### Port wiring

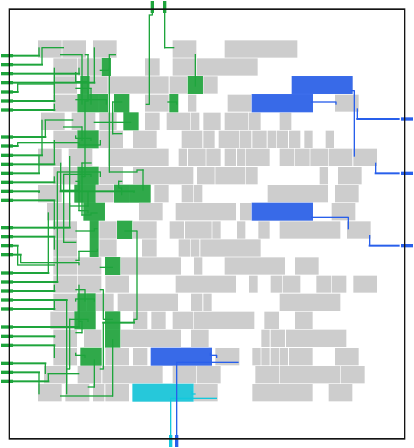
### Ports around the boundary

Pins as bars across the die edge, other pins in gray.
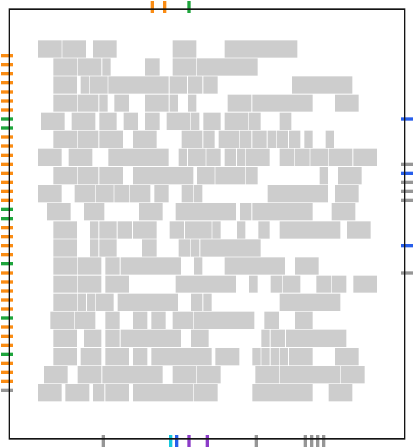
## config.mk

```make
export PLATFORM = sky130hd
export DESIGN_NAME = uart_tx_arbiter
export DESIGN_NICKNAME = d
export VERILOG_FILES = /design/src/rtl/uart_tx_arbiter.sv
export SDC_FILE = /design/constraint.sdc
export NUM_CORES = 1
export LEC_CHECK = 0
export CORE_ASPECT_RATIO = 1.1
export CORE_MARGIN = 4
export CORE_UTILIZATION = 41
export CTS_BUF_LIST = sky130_fd_sc_hd__clkbuf_4 sky130_fd_sc_hd__clkbuf_8
export DETAILED_ROUTE_END_ITERATION = 7
export GPL_TIMING_DRIVEN = 0
export PLACE_DENSITY = 0.81
export SLEW_MARGIN = 25
export SYNTH_ARGS = -nofsm -noshare
export SYNTH_HDL_FRONTEND = slang
export SYNTH_SLANG_ARGS = --single-unit
```

## constraint.sdc

```tcl
create_clock -name i_clk -period 2.3 [get_ports i_clk]
set_clock_uncertainty 0.05 [all_clocks]
set_input_delay 0.23 -clock i_clk [delete_from_list [all_inputs] [get_ports i_clk]]
set_output_delay 0.23 -clock i_clk [all_outputs]
set_load 0.01 [all_outputs]
```

## src/rtl/uart_tx_arbiter.sv

```systemverilog
// Arbitrates NUM_REQ requesters onto one UART transmitter, one word per grant.
// Define UART_ARB_FIXED_PRIO_EN for fixed lowest-index priority instead of round-robin.
module uart_tx_arbiter #(
    parameter int NUM_REQ   = 4,
    parameter int DATA_BITS = 8,
    localparam int OWNER_W  = (NUM_REQ > 1) ? $clog2(NUM_REQ) : 1
) (
    input  logic                           i_clk,
    input  logic                           i_rst_n,
    input  logic [NUM_REQ-1:0]             i_req,
    input  logic [NUM_REQ*DATA_BITS-1:0]   i_data,
    output logic [NUM_REQ-1:0]             o_ack,
    output logic [NUM_REQ-1:0]             o_done,
    output logic [DATA_BITS-1:0]           o_tx_data,
    output logic                           o_tx_write,
    input  logic                           i_tx_busy,
    output logic                           o_active,
    output logic [OWNER_W-1:0]             o_owner
);

    // state | meaning
    // IDLE  | waiting for a request while the transmitter is free
    // START | word written, waiting for the transmitter to raise busy
    // DONE  | transmitter busy, waiting for it to drop to finish the word
    typedef enum logic [1:0] {IDLE, START, DONE} state_t;

    state_t                 state;
    state_t                 state_nxt;
    logic                   ready;
    logic                   found;
    logic [NUM_REQ-1:0]     win_oh;
    logic [OWNER_W-1:0]     winner;
    logic [DATA_BITS-1:0]   win_data;
    logic                   grant;
    logic [NUM_REQ-1:0]     done_nxt;

`ifdef UART_ARB_FIXED_PRIO_EN
    always_comb begin
        found  = 1'b0;
        win_oh = '0;
        winner = '0;
        for (int k = 0; k < NUM_REQ; k++) begin
            if (!found && i_req[k]) begin
                found     = 1'b1;
                win_oh[k] = 1'b1;
                winner    = OWNER_W'(k);
            end
        end
    end
`else
    logic [OWNER_W-1:0] ptr;

    // Search order i = 0.. visits requester (ptr + i) mod NUM_REQ.
    always_comb begin
        found  = 1'b0;
        win_oh = '0;
        winner = '0;
        for (int i = 0; i < NUM_REQ; i++) begin
            for (int k = 0; k < NUM_REQ; k++) begin
                if (!found && i_req[k] && (k == (int'(ptr) + i) % NUM_REQ)) begin
                    found     = 1'b1;
                    win_oh[k] = 1'b1;
                    winner    = OWNER_W'(k);
                end
            end
        end
    end

    always_ff @(posedge i_clk or negedge i_rst_n) begin
        if (!i_rst_n) begin
            ptr <= '0;
        end else if (grant) begin
            ptr <= OWNER_W'((int'(winner) + 1) % NUM_REQ);
        end
    end
`endif

    always_comb begin
        win_data = '0;
        for (int k = 0; k < NUM_REQ; k++) begin
            if (win_oh[k]) begin
                win_data = i_data[k*DATA_BITS +: DATA_BITS];
            end
        end
    end

    always_comb begin
        state_nxt = state;
        grant     = 1'b0;
        done_nxt  = '0;
        case (state)
            IDLE: begin
                // ready blocks a grant on the first edge after reset release
                if (ready && found && !i_tx_busy) begin
                    grant     = 1'b1;
                    state_nxt = START;
                end
            end
            START: begin
                if (i_tx_busy) begin
                    state_nxt = DONE;
                end
            end
            DONE: begin
                if (!i_tx_busy) begin
                    state_nxt = IDLE;
                    for (int k = 0; k < NUM_REQ; k++) begin
                        if (OWNER_W'(k) == o_owner) begin
                            done_nxt[k] = 1'b1;
                        end
                    end
                end
            end
            default: state_nxt = IDLE;
        endcase
    end

    always_ff @(posedge i_clk or negedge i_rst_n) begin
        if (!i_rst_n) begin
            state <= IDLE;
        end else begin
            state <= state_nxt;
        end
    end

    always_ff @(posedge i_clk or negedge i_rst_n) begin
        if (!i_rst_n) begin
            ready      <= 1'b0;
            o_tx_write <= 1'b0;
            o_ack      <= '0;
            o_done     <= '0;
            o_tx_data  <= '0;
            o_owner    <= '0;
        end else begin
            ready      <= 1'b1;
            o_tx_write <= grant;
            o_ack      <= grant ? win_oh : '0;
            o_done     <= done_nxt;
            if (grant) begin
                o_tx_data <= win_data;
                o_owner   <= winner;
            end
        end
    end

    assign o_active = (state != IDLE);

endmodule

```

==> impl_metrics.csv <==
group,metric,value,unit
grt,antenna_found_initial,0,
grt,grt_pass1_wl,5.55,mm
synthesis,simple_gate_area_frac,0.200,
worst_setup_path,reg2reg_depth,6,
placement,numPortBuffers,58,
flow_run,openroad.warnings,26,
final_layout,final_core_util,0.670,
floorplanning,die_area,0.00381,mm^2
power_and_ir_drop,ir_drop,531,uV
worst_setup_path,crit_end,"o_tx_data[6]$_DFFE_PN0N_",
grt,grt_start_max_net_pins,25,
power_and_ir_drop,power_density,918,mW/mm^2
sta,clock.fmax,516,MHz
worst_setup_path,critPathArrivalTime,2090,ps
clock_tree,ctsResizeCount,0,
clock_tree,cts_setup_buffers,0,
worst_setup_path,crit_start,"state[1]$_DFFE_PN0P_",
routing,drt-total-wl,3.34,mm
clock_tree,ctsHtreeMaxLevel,1,
placement,dpl.cell_count,211,
worst_setup_path,worstSetupEndpointType,"flop",
sta,fin_crit_sh,0.843,
status,status,"complete, no violations",
routing,vias_per_cell,5.56,
routing,avgRoutedWirePerCell,15.5,um
grt,grt_pass1_vias,1244,
clock_tree,clock_sinks,24,
worst_setup_path,critPathMaxFanout,10,
final_layout,seqCellArea,601,um^2
synthesis,ys_types,34,
final_layout,area_delta_synth_final,57.5,%
placement,place_area,0.00180,mm^2
floorplanning,fp_util,0.426,
final_layout,fin_cells,216,
worst_setup_path,path_depth,6,
worst_setup_path,startpoint_type,"flop",
routing,dr_total_vias,1200,
routing,ant_nets,0,
worst_setup_path,worstSetupPathType,"reg2reg",
sta,finalSetupViolCount,0,
final_layout,drive_gt1_frac,0.0820,
grt,overflow,0,
worst_setup_path,r2r-start,"state[1]$_DFFE_PN0P_",
sta,final-hold-violation-count,0,
synthesis,synthArstFlopShare,1.00,
synthesis,top_cell_area_share,0.508,
synthesis,netlist.top_cell.by_area,"dfrtp_1",
min_path,hp-class,"in2async",
synthesis,syn-cell-area,0.00118,mm^2
worst_setup_path,critPathRequiredTime,2450,ps
clock_tree,cts-root-buf,"clkbuf_4",
sta,whs,357,ps
sta,relSlewSlack,0.501,
final_layout,nFillCells,219,
floorplanning,io_pins,59,
routing,drt-initial-drc-count,31,
power_and_ir_drop,swShare,0.338,
power_and_ir_drop,p_sw,0.577,mW
worst_setup_path,critPathBufInv,1,
worst_setup_path,r2r_end,"o_tx_data[6]$_DFFE_PN0N_",
synthesis,edf_count,0,
final_layout,final_area,0.00186,mm^2
worst_setup_path,regToRegSetupSlack,360,ps
placement,gp_congestion,0.735,
final_layout,logic_area,546,um^2
floorplanning,rows,20,
synthesis,yosysChipArea,0.00118,mm^2
grt,grt_use_total,0.191,
synthesis,post-synth-top-count-cell,"dfrtp_1",
sta,fin_crit,1940,ps
synthesis,ys_seq_frac,0.508,
synthesis,muxShareOfSynthArea,0,
floorplanning,die_w,59.2,um
final_layout,largest_reg_flops,8,
placement,place_ws,41.3,ps
synthesis,xor_share,0,
power_and_ir_drop,seq_power_share,0.364,
worst_setup_path,slowest_delay,530,ps
worst_setup_path,worst_path_max_delay_cell,"or4b_1",
power_and_ir_drop,p_int,1.13,mW
routing,drtPass1Iterations,6,
synthesis,yosys.area_share.aoi,0.258,
worst_setup_path,cp_top_family,"simple AND/OR/NAND/NOR gates",
final_layout,antenna_cells,0,
synthesis,syn_inst,120,
routing,drc,0,
final_layout,top_regs,"o_tx_data x8, o_ack x4, o_done x4",
synthesis,common_cells,"dfrtp_1, nor2_1, a221oi_1, a31oi_1, o31ai_1",
synthesis,synthFlopType,"dfrtp_1",
power_and_ir_drop,p_leak,0.776,nW
clock_tree,cts.clk_slew.worst_paths,130,ps
floorplanning,die_h,64.3,um
synthesis,syn_nets,159,
Back to the opening pictures, 'Port wiring':
legend:
  o_tx_write:
    color: cyan
    bits: 1
    direction: output
    end_cells: 1
    buffers: 1
    wire: 13.3 um
  o_ack:
    color: blue
    bits: 4
    direction: output
    end_cells: 4
    buffers: 4
    wire: 62.0 um
  i_data:
    color: green
    bits: 32
    direction: input
    end_cells: 24
    buffers: 32
    wire: 599 um

Back to the opening pictures, 'Ports around the boundary':
legend:
  o_tx_write:
    color: cyan
    pins: 1
    direction: output
    edge: bottom
  o_ack:
    color: blue
    pins: 4
    direction: output
    edge: 3 right, 1 bottom
  i_data:
    color: orange
    pins: 32
    direction: input
    edge: 30 left, 2 top
  o_tx_data:
    color: green
    pins: 8
    direction: output
    edge: 7 left, 1 top
  o_owner:
    color: purple
    pins: 2
    direction: output
    edge: bottom

## layer usage
layer	vias to the layer above	track usage	routed length, um
li1	570	-	-
met1	562	0.222	1270
met2	63	0.317	1590
met3	5	0.0687	416
met4	0	0.0680	59
met5	-	0	0
## power groups by stage
stage                     Combinational, mW  Sequential [mW]  Clock [mW]
after global routing                  0.861            0.642       0.328
after global placement                0.772            0.620           0
after detailed placement              0.784            0.629           0
after CTS                             0.789            0.622       0.314
after floorplan                       0.368            0.662           0
final                                 0.785            0.623       0.302
## worst register-to-register path, cell delays in order (launching register included)
cell     delay, ps
dfrtp_1        410
or4b_1         530
a21o_1         260
buf_6          180
and2_0         150
a31oi_1        140
o31ai_1         90
## final cells by class
cell class                 instances  area share
buffer                             5      0.0175
clock buffer                       3      0.0121
clock inverter                     1      0.0161
inverter                           1     0.00202
multi-input combinational         90       0.293
sequential                        24       0.323
tap                               33      0.0222
timing repair buffer              59       0.315
## placed cells by master, fill, tap and decap left out, drive strengths merged
| master | n |
|---|---|
| o31a | 1 |
| a21bo | 1 |
| or2b | 1 |
| and3 | 1 |
| o22a | 1 |
| dlygate4sd3 | 1 |
| nand2b | 2 |
| or2 | 1 |
| nor2 | 18 |
| or4b | 1 |
| inv | 1 |
| bufinv | 1 |
| o211a | 1 |
| nor2b | 2 |
| clkdlybuf4s50 | 57 |
| nor4 | 1 |
| nand2 | 7 |
| clkbuf | 4 |
| nor3 | 5 |
| o22ai | 1 |
| a221oi | 8 |
| o21ai | 6 |
| buf | 5 |
| conb | 1 |
| a21oi | 2 |
| and2 | 9 |
| dfrtp | 24 |
| a31oi | 8 |
| o21ba | 1 |
| a21o | 1 |
| a21boi | 1 |
| o31ai | 9 |
## what timing repair did
item	in CTS	in global routing
setup endpoints to repair	0	0
hold endpoints to repair	0	24
hold buffers	0	1
Power and IR drop assume default switching activity.
